<file path="config.mk">
export PLATFORM = sky130hd
export DESIGN_NAME = tlp_loopback_responder_flat
export DESIGN_NICKNAME = d
export VERILOG_FILES = /design/src/rtl/tlp_loopback_if.sv /design/src/rtl/tlp_loopback_responder.sv /design/src/flat_wrapper.sv
export SDC_FILE = /design/constraint.sdc
export NUM_CORES = 1
export LEC_CHECK = 0
export CAP_MARGIN = 5
export CORE_MARGIN = 3
export CORE_UTILIZATION = 40
export DETAILED_ROUTE_END_ITERATION = 10
export PLACE_DENSITY = 0.64
export SLEW_MARGIN = 20
export SYNTH_ARGS = -nofsm -noshare
export SYNTH_HDL_FRONTEND = slang
export SYNTH_SLANG_ARGS = --single-unit
</file>
<file path="constraint.sdc">
create_clock -name i_clk -period 4.9 [get_ports i_clk]
set_input_delay 0.735 -clock i_clk [delete_from_list [all_inputs] [get_ports i_clk]]
set_output_delay 0.735 -clock i_clk [all_outputs]
set_load 0.05 [all_outputs]
</file>
<file path="src/rtl/tlp_loopback_if.sv">
// Request/response TLP buffer interface between the RX/TX FIFOs and the loopback responder.
// Handshake: a request transfers on a clock edge where i_rx_valid & o_rx_rd; a response transfers on an edge where i_tx_rdy & o_tx_wr.
interface tlp_loopback_if #(
  parameter int unsigned TLP_RX_WIDTH = 56,
  parameter int unsigned TLP_TX_WIDTH = 34
);
  logic [TLP_RX_WIDTH-1:0] i_rx_tlp;
  logic                    i_rx_valid;
  logic                    o_rx_rd;
  logic [TLP_TX_WIDTH-1:0] o_tx_tlp;
  logic                    i_tx_rdy;
  logic                    o_tx_wr;

  modport slave (
    input  i_rx_tlp, i_rx_valid, i_tx_rdy,
    output o_rx_rd, o_tx_tlp, o_tx_wr
  );

  modport master (
    output i_rx_tlp, i_rx_valid, i_tx_rdy,
    input  o_rx_rd, o_tx_tlp, o_tx_wr
  );
endinterface

</file>
<file path="src/rtl/tlp_loopback_responder.sv">
// Pops one request TLP, executes its opcode, and pushes one response TLP.
// Responses that wait too long on a full TX buffer are dropped and counted.
module tlp_loopback_responder #(
  parameter int unsigned TLP_RX_WIDTH   = 56,
  parameter int unsigned TLP_TX_WIDTH   = 34,
  parameter int unsigned TIMEOUT_CYCLES = 1024
) (
  input  logic        i_clk,
  input  logic        i_arst,
  input  logic        i_enable,
  tlp_loopback_if.slave bus,
  input  logic        i_err_clr,
  output logic [31:0] o_req_cnt,
  output logic [15:0] o_drop_cnt,
  output logic        o_busy,
  output logic        o_err,
  output logic [1:0]  o_state
);

  typedef enum logic [1:0] {
    IDLE  = 2'd0,
    EXEC  = 2'd1,
    WRITE = 2'd2
  } state_t;

  localparam int WAIT_W = (TIMEOUT_CYCLES < 2) ? 1 : $clog2(TIMEOUT_CYCLES);
  localparam logic [WAIT_W-1:0] WAIT_LAST = WAIT_W'(TIMEOUT_CYCLES - 1);

  state_t                  state_q, state_d;
  logic [TLP_RX_WIDTH-1:0] req_q;
  logic [TLP_TX_WIDTH-1:0] rsp_q, rsp_d;
  logic [WAIT_W-1:0]       wait_cnt;
  logic                    rx_rd, tx_wr, timeout_hit, bad_op;
  logic [7:0]              op;
  logic [15:0]             arg;
  logic [31:0]             d;
  logic [32:0]             sum;

  assign op  = req_q[55:48];
  assign arg = req_q[47:32];
  assign d   = req_q[31:0];

  // The last permitted wait cycle with rdy still low ends the attempt.
  assign timeout_hit = (state_q == WRITE) && !bus.i_tx_rdy &&
                       (TIMEOUT_CYCLES != 0) && (wait_cnt == WAIT_LAST);

  always_ff @(posedge i_clk or posedge i_arst) begin
    if (i_arst) state_q <= IDLE;
    else        state_q <= state_d;
  end

  always_comb begin
    state_d = state_q;
    case (state_q)
      IDLE:    if (i_enable && bus.i_rx_valid) state_d = EXEC;
      EXEC:    state_d = WRITE;
      WRITE:   if (bus.i_tx_rdy || timeout_hit) state_d = IDLE;
      default: state_d = IDLE;
    endcase
  end

  always_comb begin
    rx_rd  = (state_q == IDLE) && i_enable && bus.i_rx_valid;
    tx_wr  = (state_q == WRITE) && bus.i_tx_rdy;
    o_busy = (state_q != IDLE);
  end

  assign bus.o_rx_rd  = rx_rd;
  assign bus.o_tx_wr  = tx_wr;
  assign bus.o_tx_tlp = rsp_q;
  assign o_state      = state_q;

  always_comb begin
    sum    = {1'b0, d} + {17'h0, arg};
    bad_op = 1'b0;
    case (op)
      8'h01:   rsp_d = {2'b00, d};
      8'h02:   rsp_d = {2'b00, ~d};
      8'h03:   rsp_d = {1'b0, sum};
      8'h04:   rsp_d = {2'b00, o_req_cnt};
      default: begin
        rsp_d  = {2'b11, 24'h0, op};
        bad_op = 1'b1;
      end
    endcase
  end

  always_ff @(posedge i_clk or posedge i_arst) begin
    if (i_arst) begin
      req_q      <= '0;
      rsp_q      <= '0;
      wait_cnt   <= '0;
      o_req_cnt  <= '0;
      o_drop_cnt <= '0;
      o_err      <= 1'b0;
    end else begin
      if (rx_rd) req_q <= bus.i_rx_tlp;
      if (state_q == EXEC) begin
        rsp_q     <= rsp_d;
        o_req_cnt <= o_req_cnt + 32'd1;
      end
      // A new unknown opcode outranks a simultaneous clear.
      if ((state_q == EXEC) && bad_op) o_err <= 1'b1;
      else if (i_err_clr)              o_err <= 1'b0;
      if (state_q != WRITE)     wait_cnt <= '0;
      else if (!bus.i_tx_rdy)   wait_cnt <= wait_cnt + 1'b1;
      if (timeout_hit && (o_drop_cnt != 16'hFFFF)) o_drop_cnt <= o_drop_cnt + 16'd1;
    end
  end

endmodule

</file>
<file path="src/flat_wrapper.sv">
// flat-port wrapper written by rule: the top's interface ports become plain ports
module tlp_loopback_responder_flat 
#(
  parameter int unsigned TLP_RX_WIDTH   = 56,
  parameter int unsigned TLP_TX_WIDTH   = 34,
  parameter int unsigned TIMEOUT_CYCLES = 1024
)
  (i_clk, i_arst, i_enable, i_err_clr, o_req_cnt, o_drop_cnt, o_busy, o_err, o_state, bus_i_rx_tlp, bus_i_rx_valid, bus_i_tx_rdy, bus_o_rx_rd, bus_o_tx_tlp, bus_o_tx_wr);
  tlp_loopback_if #(.TLP_RX_WIDTH(TLP_RX_WIDTH), .TLP_TX_WIDTH(TLP_TX_WIDTH)) bus_i ();
  input  logic i_clk;
  input  logic i_arst;
  input  logic i_enable;
  input  logic i_err_clr;
  output logic [31:0] o_req_cnt;
  output logic [15:0] o_drop_cnt;
  output logic o_busy;
  output logic o_err;
  output logic [1:0] o_state;
  input wire logic [$bits(bus_i.i_rx_tlp)-1:0] bus_i_rx_tlp;
  input wire logic [$bits(bus_i.i_rx_valid)-1:0] bus_i_rx_valid;
  input wire logic [$bits(bus_i.i_tx_rdy)-1:0] bus_i_tx_rdy;
  output wire logic [$bits(bus_i.o_rx_rd)-1:0] bus_o_rx_rd;
  output wire logic [$bits(bus_i.o_tx_tlp)-1:0] bus_o_tx_tlp;
  output wire logic [$bits(bus_i.o_tx_wr)-1:0] bus_o_tx_wr;
  assign bus_i.i_rx_tlp = bus_i_rx_tlp;
  assign bus_i.i_rx_valid = bus_i_rx_valid;
  assign bus_i.i_tx_rdy = bus_i_tx_rdy;
  assign bus_o_rx_rd = bus_i.o_rx_rd;
  assign bus_o_tx_tlp = bus_i.o_tx_tlp;
  assign bus_o_tx_wr = bus_i.o_tx_wr;
  tlp_loopback_responder #(.TLP_RX_WIDTH(TLP_RX_WIDTH), .TLP_TX_WIDTH(TLP_TX_WIDTH), .TIMEOUT_CYCLES(TIMEOUT_CYCLES)) u_core (.i_clk(i_clk), .i_arst(i_arst), .i_enable(i_enable), .bus(bus_i), .i_err_clr(i_err_clr), .o_req_cnt(o_req_cnt), .o_drop_cnt(o_drop_cnt), .o_busy(o_busy), .o_err(o_err), .o_state(o_state));
endmodule
</file>
==> run summary, run 1 <==
CTS Buf Count = 17
fin util = 0.5215
dpl cells = 1209
critical path, cell by cell = clkdlybuf4s50_1 > inv_1 > nor2_1 > clkdlybuf4s50_1
Adder Area Share = 0.03087
Synth Cell Area = 8351 um2
crit path capture type = output port
I/O Pins = 150
count of flip-flops with a built-in enable after synthesis = 0
Top delay family on crit path = buffers and inverters
status = complete, no violations
FP Util = 0.4101
Hold Path Depth = 1
tool warnings = 28
Worst Slack Setup Final = 1767 ps
Core ar. = 20360 um2
post-layout period usage = 0.6394
GR Util met2 = 0.3434
Flop area = 3779 um2
WL met3 = 1735 um
top cells by count, synth = dfrtp_1, nand2_1, xnor2_1
Synth mux share = 0.07132
synthesis area per yosys = 8351 um2
fmax = 0.3192 GHz
# DRC = 0
Setup-failing EPs final = 0
drt pass-1 iters = 5
Largest cells by area = dfrtp_1, mux2_2, xnor2_1
Min Clock Period, post-route = 3133 ps
Req. time, crit path = 4160 ps
Die Ht = 150.5 um
Cells after Synth = 830
clk tree area frac = 0.05478
sequential power share = 0.367
Post-Route Skew = 15.36 ps
total wire length = 24470 um
AO/OA Area Share = 0.1731
largest net degree at the start of global routing = 103
reg2reg end = u_core.bus.o_tx_tlp[17]
nets = 1040
htree depth = 4
Combinational Power Share = 0.353
XOR Share, Synth = 0.07657
Gates resized, CTS repair = 0
worst-margin pin slew = 963.0 ps
RR Startpoint = u_core.req_q[54]
peak supply drop = 0.3330 mV
routed wl met2 = 11350 um
Hold EP = u_core.o_drop_cnt[14]
Clock Tree Root = clkbuf_16
Worst Path Max Fanout = 8
Clk pin slew, worst setup/hold paths = 70 ps
fraction of registers with async set/reset = 1.000
most frequent logic cell in the layout = dfrtp_1
Global Route met3 Usage = 0.04606
Reg with most FFs = u_core.req_q
post-route setup TNS = 0 ps
Top cell area share = 0.4525
die footprint = 22650 um2
Setup CP Type = input pin to output port
worst setup path endpoint = bus_o_tx_wr
post-synth top area cell = dfrtp_1
Met1 Routed Length = 10840 um
overall power = 4641 uW
DP HPWL = 17490 um
Final Max Slew Viols = 0
Non-Clock Buffer Count = 157
flip-flop and latch share of the layout cell area = 0.3558
Sw Pwr = 1809 uW
Int Pwr = 2833 uW
final hold slack = 496.9 ps
P_comb = 1640 uW
CP dominant cell by count = clkdlybuf4s50_1
top cell category = logic gates
flops out of synthesis = 151
sequential area share after synthesis = 0.4525
Worst Setup SP = bus_i_tx_rdy
clock buffers = 20
CP Depth = 4
vias in the first global route = 6963
Late-Pin Clk Latency = 430 ps
### Routing congestion map, run 1

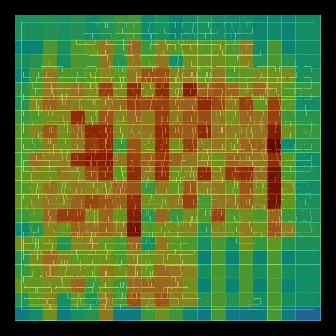
GR peak layer: met2
total track usage: 0.2212

### Nets reached from selected ports, run 1

Scale bar: 50 um.
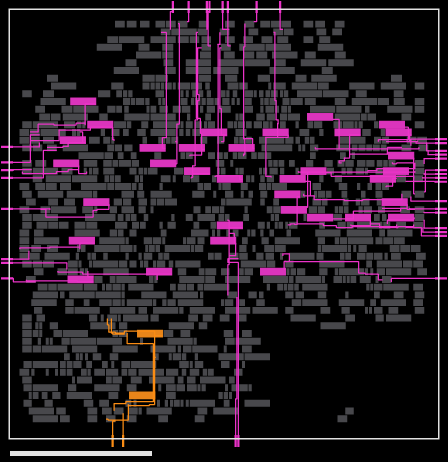
| port | color | direction | end cells | buffers | wire |
|---|---|---|---|---|---|
| o_state | orange | output | 2 | 2 | 150 um |
| bus_o_tx_tlp | magenta | output | 34 | 34 | 1640 um |

### Power grid, run 1

Scale bar: 50 um. Pins as bars on the die edge.
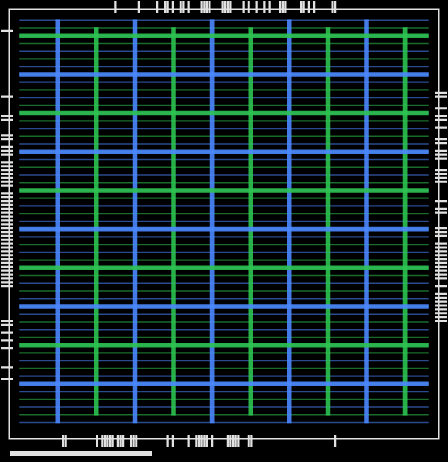
| net | color |
|---|---|
| VSS | blue |
| VDD | green |
signal pins: 150
rows: 52
met5 straps: 10
met1 rails: 53

### Placement density heat map, run 1

Scale bar: 50 um. The die is cut into 15 by 15 equal tiles; black is low, pale yellow is high, 0 to 100% covered.
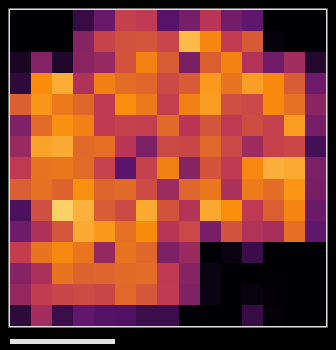
tiles over 75% full: 10%
emptiest ninth of the die: bottom right
fullest tile: 90%
mean over tiles: 45%
nearly empty tiles: 14%

### Cells colored by class, run 1

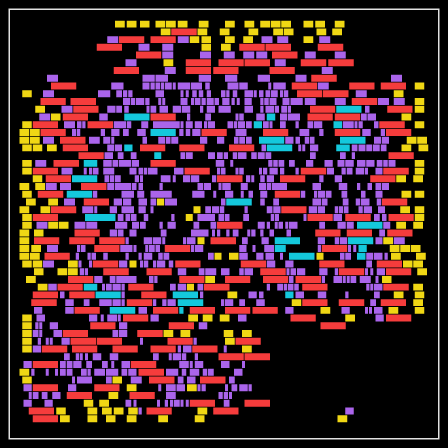

==> run 2, diff against run 1 <==
==> constraint.sdc (replaced) <==
create_clock -name i_clk -period 2.55 [get_ports i_clk]
set_input_delay 0.3825 -clock i_clk [delete_from_list [all_inputs] [get_ports i_clk]]
set_output_delay 0.3825 -clock i_clk [all_outputs]
set_load 0.05 [all_outputs]
### Cells colored by class, run 2

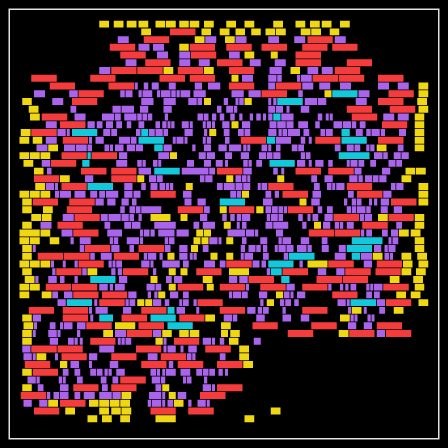
| class | color | cells |
|---|---|---|
| remaining buffers and delay cells | yellow | 196 |
| clock drivers and dummy loads | cyan | 31 |
| combinational and other logic | purple | 631 |
| sequential cells | red | 151 |

==> run 2 against run 1 <==
Synthesized cell count unchanged. Non-clock buffer count up 39. Final cell count up 3.1%. Sequential power up 91%. Global-route usage up 1.1 points. First-iteration DRC count down 14%. Routed wire length up 4.9%. Clock power up 96%. Largest power group is now combinational logic. Sequential share of layout area down 1.3 points.
==> run summary, run 2 <==
status = complete, no violations
final hold slack = 471.7 ps (-25.14 ps)
XOR Share, Synth = 0.07657 (unchanged)
Clock Tree Root = clkbuf_16
Req. time, crit path = 2860 ps (-1300 ps)
CTS Buf Count = 17 (unchanged)
sequential power share = 0.355 (-0.012)
Sw Pwr = 3540 uW (+96%)
Setup CP Type = register to register
drt pass-1 iters = 5 (unchanged)
fraction of registers with async set/reset = 1.000 (unchanged)
nets = 1079 (+3.8%)
fmax = 0.4121 GHz
worst-margin pin slew = 774.4 ps (-188.6 ps)
P_comb = 3350 uW (+100%)
Reg with most FFs = u_core.req_q
flops out of synthesis = 151 (unchanged)
fin util = 0.5409 (+0.01935)
Worst Path Max Fanout = 6 (-2)
post-route setup TNS = 0 ps (unchanged)
top cell category = logic gates
top cells by count, synth = dfrtp_1, nand2_1, xnor2_1
dpl cells = 1247 (+3.1%)
Final Max Slew Viols = 0 (unchanged)
Combinational Power Share = 0.366 (+0.013)
Flop area = 3779 um2 (unchanged)
overall power = 9145 uW (+97%)
Core ar. = 20360 um2 (unchanged)
Setup-failing EPs final = 0 (unchanged)
Late-Pin Clk Latency = 430 ps (about the same)
FP Util = 0.4101 (unchanged)
crit path capture type = register
RR Startpoint = u_core.req_q[0]
AO/OA Area Share = 0.1731 (unchanged)
Synth mux share = 0.07132 (unchanged)
sequential area share after synthesis = 0.4525 (unchanged)
post-layout period usage = 0.9515
Largest cells by area = dfrtp_1, mux2_2, xnor2_1
critical path, cell by cell = ha_2 > inv_1 > fa_1 > nor2b_2 > o31a_1 > o311ai_4 > a311oi_1 > xnor2_1 > o21ai_1
Global Route met3 Usage = 0.04636 (+0.0003010)
peak supply drop = 0.8261 mV (+150%)
flip-flop and latch share of the layout cell area = 0.3431 (-0.01273)
reg2reg end = u_core.bus.o_tx_tlp[26]
Gates resized, CTS repair = 0 (unchanged)
die footprint = 22650 um2 (unchanged)
# DRC = 0 (unchanged)
Min Clock Period, post-route = 2426 ps
WL met3 = 1749 um (+0.81%)
Clk pin slew, worst setup/hold paths = 60 ps (about the same)
Die Ht = 150.5 um (unchanged)
synthesis area per yosys = 8351 um2 (unchanged)
post-synth top area cell = dfrtp_1
Top delay family on crit path = AND-OR/OR-AND gates
most frequent logic cell in the layout = dfrtp_1
CP Depth = 9 (+5)
routed wl met2 = 11940 um (+5.2%)
vias in the first global route = 7249 (+4.1%)
Power is estimated from default activity; no workload was simulated.
